<file path="src/rtl/mux_sel_pkg.sv">
// Shared types and helpers for the mux select scheduler.
package mux_sel_pkg;

  typedef enum logic {
    ST_IDLE  = 1'b0,
    ST_GRANT = 1'b1
  } state_e;

  typedef logic [1:0] ch_idx_t;

  localparam ch_idx_t CH_A = 2'd0;
  localparam ch_idx_t CH_B = 2'd1;
  localparam ch_idx_t CH_C = 2'd2;
  localparam ch_idx_t CH_D = 2'd3;

  function automatic logic [3:0] ch_to_onehot(input ch_idx_t ch);
    return 4'b0001 << ch;
  endfunction

endpackage

</file>
<file path="src/rtl/rr_pick.sv">
// Combinational winner search over four requests, starting after ptr and wrapping.
// MUX_SEL_FIXED_PRIO_EN selects fixed priority a > b > c > d instead.
module rr_pick
  import mux_sel_pkg::*;
(
  input  logic [3:0] req,
  input  ch_idx_t    ptr,
  output ch_idx_t    win,
  output logic       any
);

  ch_idx_t    base;
  logic [7:0] req_dbl;
  logic [3:0] rot;
  ch_idx_t    off;

`ifdef MUX_SEL_FIXED_PRIO_EN
  logic unused_ptr;
  assign unused_ptr = ^ptr;
  assign base       = CH_A;
`else
  assign base = ptr + 2'd1;
`endif

  // Rotate so the search origin sits at bit 0, then take the lowest set bit.
  assign req_dbl = {req, req};
  assign rot     = 4'(req_dbl >> base);

  always_comb begin
    off = CH_A;
    if (rot[0])      off = CH_A;
    else if (rot[1]) off = CH_B;
    else if (rot[2]) off = CH_C;
    else if (rot[3]) off = CH_D;
  end

  assign win = base + off;
  assign any = |req;

endmodule

</file>
<file path="src/rtl/mux_sel_sched.sv">
// Select scheduler driving s1/s2 of the downstream 4:1 mux with dwell-limited grants.
// MUX_SEL_FIXED_PRIO_EN switches the winner search to fixed priority.
module mux_sel_sched
  import mux_sel_pkg::*;
#(
  parameter int unsigned DWELL_W = 4
) (
  input  logic               clk,
  input  logic               rst_n,
  input  logic               en,
  input  logic [3:0]         req,
  input  logic [DWELL_W-1:0] dwell,
  input  logic               ack,
  output logic               s1,
  output logic               s2,
  output logic [3:0]         gnt,
  output logic               gnt_valid,
  output logic               expire
);

  state_e             state_q, state_d;
  logic [DWELL_W-1:0] cnt_q, cnt_d;
  logic [DWELL_W-1:0] len_q, len_d;
  logic [DWELL_W-1:0] dwell_len;
  ch_idx_t            ptr_q, ptr_d;
  ch_idx_t            ch_q, ch_d;
  ch_idx_t            pick_win;
  logic               pick_any;
  logic               start_ok;
  logic               end_cnt;
  logic               grant_end;
  logic               load;
  logic               s1_q, s1_d;
  logic               s2_q, s2_d;
  logic               gnt_valid_q, gnt_valid_d;
  logic [3:0]         gnt_q, gnt_d;

  rr_pick u_rr_pick (
    .req (req),
    .ptr (ptr_q),
    .win (pick_win),
    .any (pick_any)
  );

  assign dwell_len = (dwell == '0) ? DWELL_W'(1) : dwell;
  assign start_ok  = en && pick_any;
  assign end_cnt   = (cnt_q == len_q - DWELL_W'(1));
  assign grant_end = (state_q == ST_GRANT) && (end_cnt || ack || !req[ch_q]);
  assign load      = start_ok && ((state_q == ST_IDLE) || grant_end);

  always_ff @(posedge clk) begin
    if (!rst_n) state_q <= ST_IDLE;
    else        state_q <= state_d;
  end

  always_comb begin
    state_d = state_q;
    unique case (state_q)
      ST_IDLE:  if (start_ok) state_d = ST_GRANT;
      ST_GRANT: if (grant_end) state_d = start_ok ? ST_GRANT : ST_IDLE;
      default:  state_d = ST_IDLE;
    endcase
  end

  // Grant bookkeeping, next output values, and the end-of-grant pulse.
  always_comb begin
    cnt_d = cnt_q;
    len_d = len_q;
    ptr_d = ptr_q;
    ch_d  = ch_q;
    if (load) begin
      cnt_d = '0;
      len_d = dwell_len;
      ptr_d = pick_win;
      ch_d  = pick_win;
    end else if (grant_end) begin
      cnt_d = '0;
    end else if (state_q == ST_GRANT) begin
      cnt_d = cnt_q + DWELL_W'(1);
    end
    gnt_valid_d = (state_d == ST_GRANT);
    s1_d        = gnt_valid_d & ch_d[1];
    s2_d        = gnt_valid_d & ch_d[0];
    gnt_d       = gnt_valid_d ? ch_to_onehot(ch_d) : 4'b0000;
    expire      = rst_n && grant_end;
  end

  always_ff @(posedge clk) begin
    if (!rst_n) begin
      cnt_q       <= '0;
      len_q       <= DWELL_W'(1);
      ptr_q       <= CH_D;
      ch_q        <= CH_A;
      s1_q        <= 1'b0;
      s2_q        <= 1'b0;
      gnt_q       <= 4'b0000;
      gnt_valid_q <= 1'b0;
    end else begin
      cnt_q       <= cnt_d;
      len_q       <= len_d;
      ptr_q       <= ptr_d;
      ch_q        <= ch_d;
      s1_q        <= s1_d;
      s2_q        <= s2_d;
      gnt_q       <= gnt_d;
      gnt_valid_q <= gnt_valid_d;
    end
  end

  assign s1        = s1_q;
  assign s2        = s2_q;
  assign gnt       = gnt_q;
  assign gnt_valid = gnt_valid_q;

endmodule
</file>
<file path="config.mk">
export PLATFORM = sky130hd
export DESIGN_NAME = mux_sel_sched
export DESIGN_NICKNAME = d
export VERILOG_FILES = /design/src/rtl/mux_sel_pkg.sv /design/src/rtl/rr_pick.sv /design/src/rtl/mux_sel_sched.sv
export SDC_FILE = /design/constraint.sdc
export NUM_CORES = 1
export LEC_CHECK = 0
export ABC_AREA = 0
export CAP_MARGIN = 30
export CORE_MARGIN = 8
export CORE_UTILIZATION = 45
export DETAILED_ROUTE_END_ITERATION = 8
export HOLD_SLACK_MARGIN = 0.08
export PLACE_DENSITY = 0.7
export SETUP_SLACK_MARGIN = 0.3
export SLEW_MARGIN = 20
export SYNTH_ARGS = -nofsm -noshare
export SYNTH_HDL_FRONTEND = slang
export SYNTH_HIERARCHICAL = 1
export SYNTH_SLANG_ARGS = --single-unit
</file>
<file path="constraint.sdc">
create_clock -name clk -period 7.63 [get_ports clk]
set_input_delay 1.9075 -clock clk [delete_from_list [all_inputs] [get_ports clk]]
set_output_delay 1.9075 -clock clk [all_outputs]
set_load 0.005 [all_outputs]
</file>
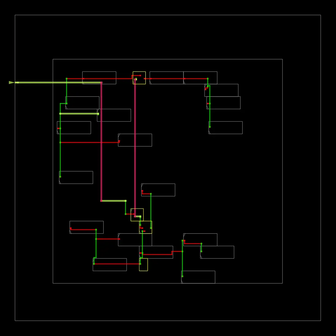
**Above:** run 1 (the clock network).
Clock Sinks: 19
clock buffers: 3
P_clk: 0.0509 mW
clk_lat worst skew: 300 ps
flop count: 19

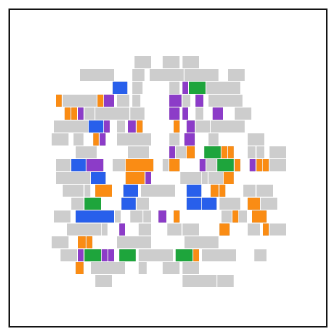
**Above:** run 1 (gate-type map).
nor cells: shown in orange, cells 30, most used nor2_1. mux cells: shown in green, cells 7, most used mux2i_1. xor and xnor cells: shown in blue, cells 10, most used xnor2_1. nand cells: shown in purple, cells 23, most used nand2_1.
multi-input combinational area share: 52.0%
Non-Filler Instances: 182

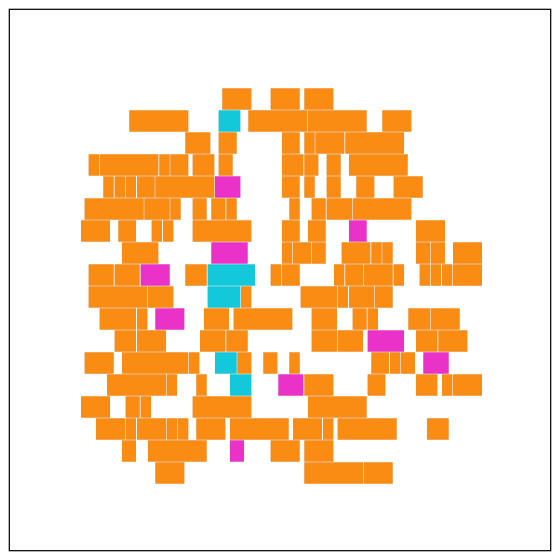
**Above:** run 1 (cell sizes after repair).
_0 and _1 cells: shown in orange, cells 138, share 91%. _3 and _4 cells: shown in cyan, cells 5, share 3.3%. _2 cells: shown in magenta, cells 9, share 5.9%.
non-clock buffer count: 19
worst setup margin: 1980 ps

==> run_results.csv, run 1 <==
group,metric,value,unit
layout,layout.nonclk_buf_share,14.0,%
power_and_ir_drop,p_sw_share,38.1,%
synth,edf_count,0,
setup_path,startpoint_type,"input pin",
layout,fin_area,0.00136,sq mm
layout,fillerInstances,223,
die,num_rows,18,
min_path,hp-class,"reg2reg",
synth,ff_type,"dfxtp_1",
synth,synthAoiAreaFrac,17.5,%
detailed_routing,postRouteWirelength,2580,microns
layout,utilization,55.5,%
setup_path,path_buffers,2,
die,tap_cells,30,
final_timing,slew_headroom,59.2,%
setup_path,critPathMaxFanout,8,
layout,combGateArea,708,sq um
setup_path,path_delay_family,"buffers and inverters",
layout,drive_above_1_share,9.21,%
layout,clk_share,2.02,%
synth,async_flop_share,0,%
final_timing,finalMaxSlewViolations,0,
cts,cts_tree,"built",
detailed_routing,drt-initial-drc-count,50,
detailed_routing,dr.pass1.iters,4,
cts,cts_resized,0,
final_timing,tightest_slew,610,ps
setup_path,worstRegToRegCells,11,
grt,grt-busiest-layer,"met2",
power_and_ir_drop,p_seq,0.151,mW
synth,topCellsByArea,"dfxtp_1 33%, mux2i_1 6.0%, nor2_1 5.8%",
placement,gp_congestion,0.879,
die,die_y,66.8,microns
setup_path,end_kind,"output port",
layout,syn_to_final_growth,17.5,%
setup_path,reg2reg_to,"s1$_SDFF_PN0_",
detailed_routing,vias,1032,
detailed_routing,wl_per_cell,14.2,microns
layout,num_antenna_cells,0,
synth,ys_top_logic_family,"simple AND/OR/NAND/NOR gates",
synth,yosys.area_share.xor_xnor,8.74,%
setup_path,worstPathArrival,3740,ps
synth,largest_area_cell,"dfxtp_1",
synth,ys_ff,19,
setup_path,rrSetupSlack,5020,ps
setup_path,critPathCapture,"expire",
final_timing,layout_min_cycle_time,5650,ps
layout,final_cell_mix,"19 x dfxtp_1, 19 x clkdlybuf4s50_1, 18 x nor2_1, 13 x nand2_1, 7 x mux2i_1",
layout,logic_gates,105,
min_path,holdPathStages,2,
final_timing,finalCritPeriodShare,74.0,%
power_and_ir_drop,combPwrFrac,44.7,%
layout,biggestCellCategory,"combinational gates",
power_and_ir_drop,power_leader,"combinational cells",
synth,common_cells,"19 x dfxtp_1, 18 x nor2_1, 13 x nand2_1, 7 x mux2i_1",
grt,grt_pass1_wl,4380,microns
synth,synth_cell_type_count,43,
cts,postCtsHoldBufs,0,
status,run_status,"complete, no violations",
power_and_ir_drop,ir_drop,141,uV
grt,grt_start_max_net_pins,18,
synth,ys_warn_count,6,
placement,place_ws,1980,ps
layout,n_all_inverters,5,
die,io_pins,20,
final_timing,finalSetupTns,0,ps
die,die_width,66.8,microns
synth,synthCells,138,
layout,seq_area,380,sq um
power_and_ir_drop,power,0.365,mW
layout,sh_seq_area,27.9,%
setup_path,critical_path_class,"in2out",
synth,ys_seq_share,32.8,%
==> run 2: changes to the inputs <==
==> constraint.sdc (replaced) <==
create_clock -name clk -period 5.5 [get_ports clk]
set_input_delay 1.375 -clock clk [delete_from_list [all_inputs] [get_ports clk]]
set_output_delay 1.375 -clock clk [all_outputs]
set_load 0.005 [all_outputs]
==> run_results.csv, run 2 <==
group,metric,value,unit
status,run_status,"complete, no violations",
layout,nNonClkBuffers,20,
placement,postPlaceCellArea,0.00134,sq mm
layout,comb_share,51.7,%
min_path,holdPathStages,2,
grt,grt_start_max_net_pins,18,
die,die_area,0.00446,sq mm
final_timing,finalSetupTns,0,ps
grt,grt_pass1_wl,4350,microns
setup_path,path_delay_family,"buffers and inverters",
layout,final_cell_mix,"19 x dfxtp_1, 19 x clkdlybuf4s50_1, 18 x nor2_1, 13 x nand2_1, 7 x mux2i_1",
final_timing,skew,0.619,ps
final_timing,fmax,0.218,GHz
detailed_routing,drt-initial-drc-count,79,
layout,fin_nets,169,
synth,ys_seq_share,32.8,%
synth,yosys.area_share.xor_xnor,8.74,%
final_timing,finalMaxSlewViolations,0,
setup_path,critPathMaxFanout,8,
power_and_ir_drop,power,0.506,mW
power_and_ir_drop,ir_drop,231,uV
power_and_ir_drop,p_sw_share,37.6,%
layout,combGateArea,708,sq um
setup_path,end_kind,"output port",
synth,synth.most_common_cell,"dfxtp_1",
detailed_routing,dr.pass1.iters,4,
layout,finalNonFillerCells,183,
synth,synth_cell_type_count,43,
setup_path,worstPathArrival,3210,ps
final_timing,fin_ws,914,ps
job,warning_count,26,
power_and_ir_drop,combPwrFrac,44.8,%
detailed_routing,dr_wl_met3,108,microns
final_timing,setup_viol,0,
layout,layout.nonclk_buf_share,14.4,%
placement,gp_congestion,0.876,
cts,cts_tree,"built",
cts,cts_resized,0,
synth,ys_warn_count,6,
layout,biggestCellCategory,"combinational gates",
synth,netlist_area,0.00116,sq mm
setup_path,path_buffers,2,
power_and_ir_drop,power_leader,"combinational cells",
grt,grt-busiest-layer,"met2",
layout,n_all_inverters,5,
synth,common_cells,"19 x dfxtp_1, 18 x nor2_1, 13 x nand2_1, 7 x mux2i_1",
die,die_width,66.8,microns
min_path,hp-class,"reg2reg",
layout,logic_gates,105,
synth,edf_count,0,
die,io_pins,20,
synth,largest_area_cell,"dfxtp_1",
layout,seq_area,380,sq um
cts,clk_latency,290,ps
placement,place_ws,916,ps
layout,utilization,55.8,%
layout,clk_share,1.92,%
cts,clock-sinks,19,
setup_path,startpoint_type,"input pin",
setup_path,rrSetupSlack,2870,ps
setup_path,critical_path_class,"in2out",
synth,async_flop_share,0,%
layout,syn_to_final_growth,18.0,%
cts,clk_path_buf_depth,2,
power_and_ir_drop,pg_clk,0.0697,mW
synth,ys_top_logic_family,"simple AND/OR/NAND/NOR gates",
cts,postCtsHoldBufs,0,
die,die_y,66.8,microns
die,tap_cells,30,
synth,synthCells,138,
final_timing,finalCritPeriodShare,83.4,%
final_timing,slew_headroom,61.1,%
detailed_routing,vias,1046,
setup_path,reg2reg_to,"s1$_SDFF_PN0_",
synth,ff_type,"dfxtp_1",
die,num_rows,18,
final_timing,layout_min_cycle_time,4590,ps
final_timing,tightest_slew,581,ps
grt,grt.met3_usage,2.85,%
final_timing,hold_viol,0,
synth,topCellsByArea,"dfxtp_1 33%, mux2i_1 6.0%, nor2_1 5.8%",
setup_path,critPathCapture,"expire",
synth,synthAoiAreaFrac,17.5,%
synth,ys_ff,19,
layout,fin_area,0.00137,sq mm
power_and_ir_drop,p_seq,0.209,mW
detailed_routing,wl_per_cell,13.8,microns
layout,fillerInstances,225,
layout,sh_seq_area,27.8,%
synth,synth_nets,153,
setup_path,worstRegToRegCells,11,
layout,n_clock_buffer,4,
layout,num_antenna_cells,0,
detailed_routing,postRouteWirelength,2530,microns
cts,path_clk_slew,100,ps
layout,ff_count,19,
layout,drive_above_1_share,9.15,%
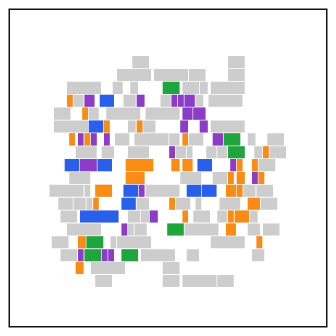
**Above:** run 2 (gate-type map).
xor and xnor cells: shown in blue, cells 10, most used xnor2_1. mux cells: shown in green, cells 7, most used mux2i_1. nor cells: shown in orange, cells 30, most used nor2_1. nand cells: shown in purple, cells 23, most used nand2_1.

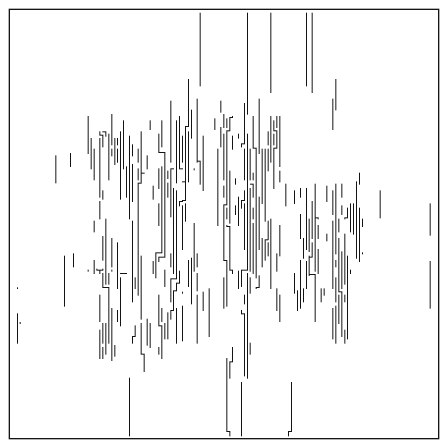
**Above:** run 2 (the metal 2 layer).
The longest straight run is 21.2 microns. The wires run mostly vertical.

==> run 3: changes to the inputs <==
--- a/config.mk
+++ b/config.mk
@@ -11,7 +11,7 @@
 export CORE_UTILIZATION = 45
 export DETAILED_ROUTE_END_ITERATION = 8
 export HOLD_SLACK_MARGIN = 0.08
-export PLACE_DENSITY = 0.7
+export PLACE_DENSITY = 0.72
 export SETUP_SLACK_MARGIN = 0.3
 export SLEW_MARGIN = 20
 export SYNTH_ARGS = -nofsm -noshare
==> constraint.sdc (replaced) <==
create_clock -name clk -period 4.1 [get_ports clk]
set_input_delay 1.025 -clock clk [delete_from_list [all_inputs] [get_ports clk]]
set_output_delay 1.025 -clock clk [all_outputs]
set_load 0.005 [all_outputs]
==> run_results.csv, run 3 <==
group,metric,value,unit
status,run_status,"complete, no violations",
placement,postPlaceCellArea,0.00135,sq mm
power_and_ir_drop,power,0.691,mW
power_and_ir_drop,combPwrFrac,45.1,%
placement,gp_congestion,0.888,
die,io_pins,20,
detailed_routing,drt-initial-drc-count,89,
layout,num_antenna_cells,0,
die,tap_cells,30,
synth,ff_type,"dfxtp_1",
cts,cts_tree,"built",
detailed_routing,vias_per_cell,5.63,
setup_path,reg2reg_to,"s1$_SDFF_PN0_",
synth,topCellsByArea,"dfxtp_1 33%, mux2i_1 6.0%, nor2_1 5.8%",
synth,ys_top_logic_family,"simple AND/OR/NAND/NOR gates",
synth,synthCells,138,
detailed_routing,wl_per_cell,14.2,microns
final_timing,layout_min_cycle_time,3690,ps
layout,finalNonFillerCells,184,
grt,grt.met3_usage,3.36,%
placement,place_ws,363,ps
final_timing,fin_ws,409,ps
layout,syn_to_final_growth,19.6,%
final_timing,finalCritPeriodShare,90.0,%
min_path,holdPathStages,2,
layout,biggestCellCategory,"combinational gates",
die,die_width,66.8,microns
setup_path,worstRegToRegCells,11,
setup_path,critPathCapture,"expire",
synth,async_flop_share,0,%
final_timing,finalSetupTns,0,ps
layout,n_clock_buffer,3,
power_and_ir_drop,p_seq,0.282,mW
layout,logic_gates,105,
setup_path,rrSetupSlack,1430,ps
layout,final_cell_mix,"19 x dfxtp_1, 18 x nor2_1, 15 x clkdlybuf4s50_1, 13 x nand2_1, 7 x mux2i_1",
layout,combGateArea,708,sq um
layout,nNonClkBuffers,21,
synth,largest_area_cell,"dfxtp_1",
synth,yosys.area_share.xor_xnor,8.74,%
final_timing,slew_headroom,59.6,%
detailed_routing,dr_wl_met3,174,microns
detailed_routing,dr.pass1.iters,5,
cts,path_clk_slew,110,ps
layout,clk_share,1.98,%
power_and_ir_drop,ir_drop,302,uV
grt,grt_pass1_wl,4530,microns
layout,layout.nonclk_buf_share,15.5,%
power_and_ir_drop,power_leader,"combinational cells",
setup_path,path_buffers,2,
detailed_routing,postRouteWirelength,2620,microns
setup_path,worstPathArrival,2670,ps
setup_path,startpoint_type,"input pin",
layout,fin_nets,170,
grt,grt_start_max_net_pins,16,
synth,synth_nets,153,
synth,edf_count,0,
layout,fillerInstances,229,
setup_path,path_delay_family,"buffers and inverters",
layout,ff_count,19,
synth,ys_ff,19,
final_timing,fmax,0.271,GHz
final_timing,finalMaxSlewViolations,0,
cts,cts_resized,0,
die,die_y,66.8,microns
layout,seq_area,380,sq um
min_path,hp-class,"reg2reg",
final_timing,setup_viol,0,
setup_path,critical_path_class,"in2out",
synth,synth_cell_type_count,43,
synth,synthAoiAreaFrac,17.5,%
synth,ys_seq_share,32.8,%
power_and_ir_drop,pg_clk,0.0968,mW
cts,postCtsHoldBufs,0,
setup_path,critPathMaxFanout,3,
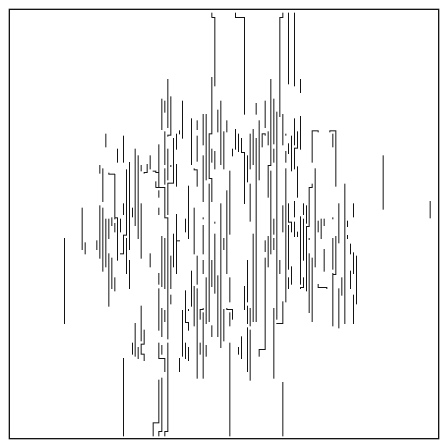
**Above:** run 3 (the metal 2 layer).
The layer carries 1300 microns of wire. 138 nets have wire on it.
Vias: 1036
met2 Use GR: 22.6%

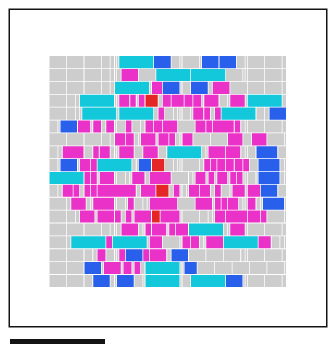
**Above:** run 3 (cell classes on the final placement).
Scale bar: 20 microns. Fill, decap, tap and diode cells in gray.
combinational and other logic: shown in magenta, cells 110. clock drivers and dummy loads: shown in red, cells 4. remaining buffers and delay cells: shown in blue, cells 21. sequential cells: shown in cyan, cells 19.
post-route core utilization: 56.5%
Final Cell Area: 0.00139 sq mm
sequential cell area share: 27.4%
Core Rows: 18
floorplan core area: 0.00245 sq mm

No activity file was given, so power comes from the tool's default toggle rates.
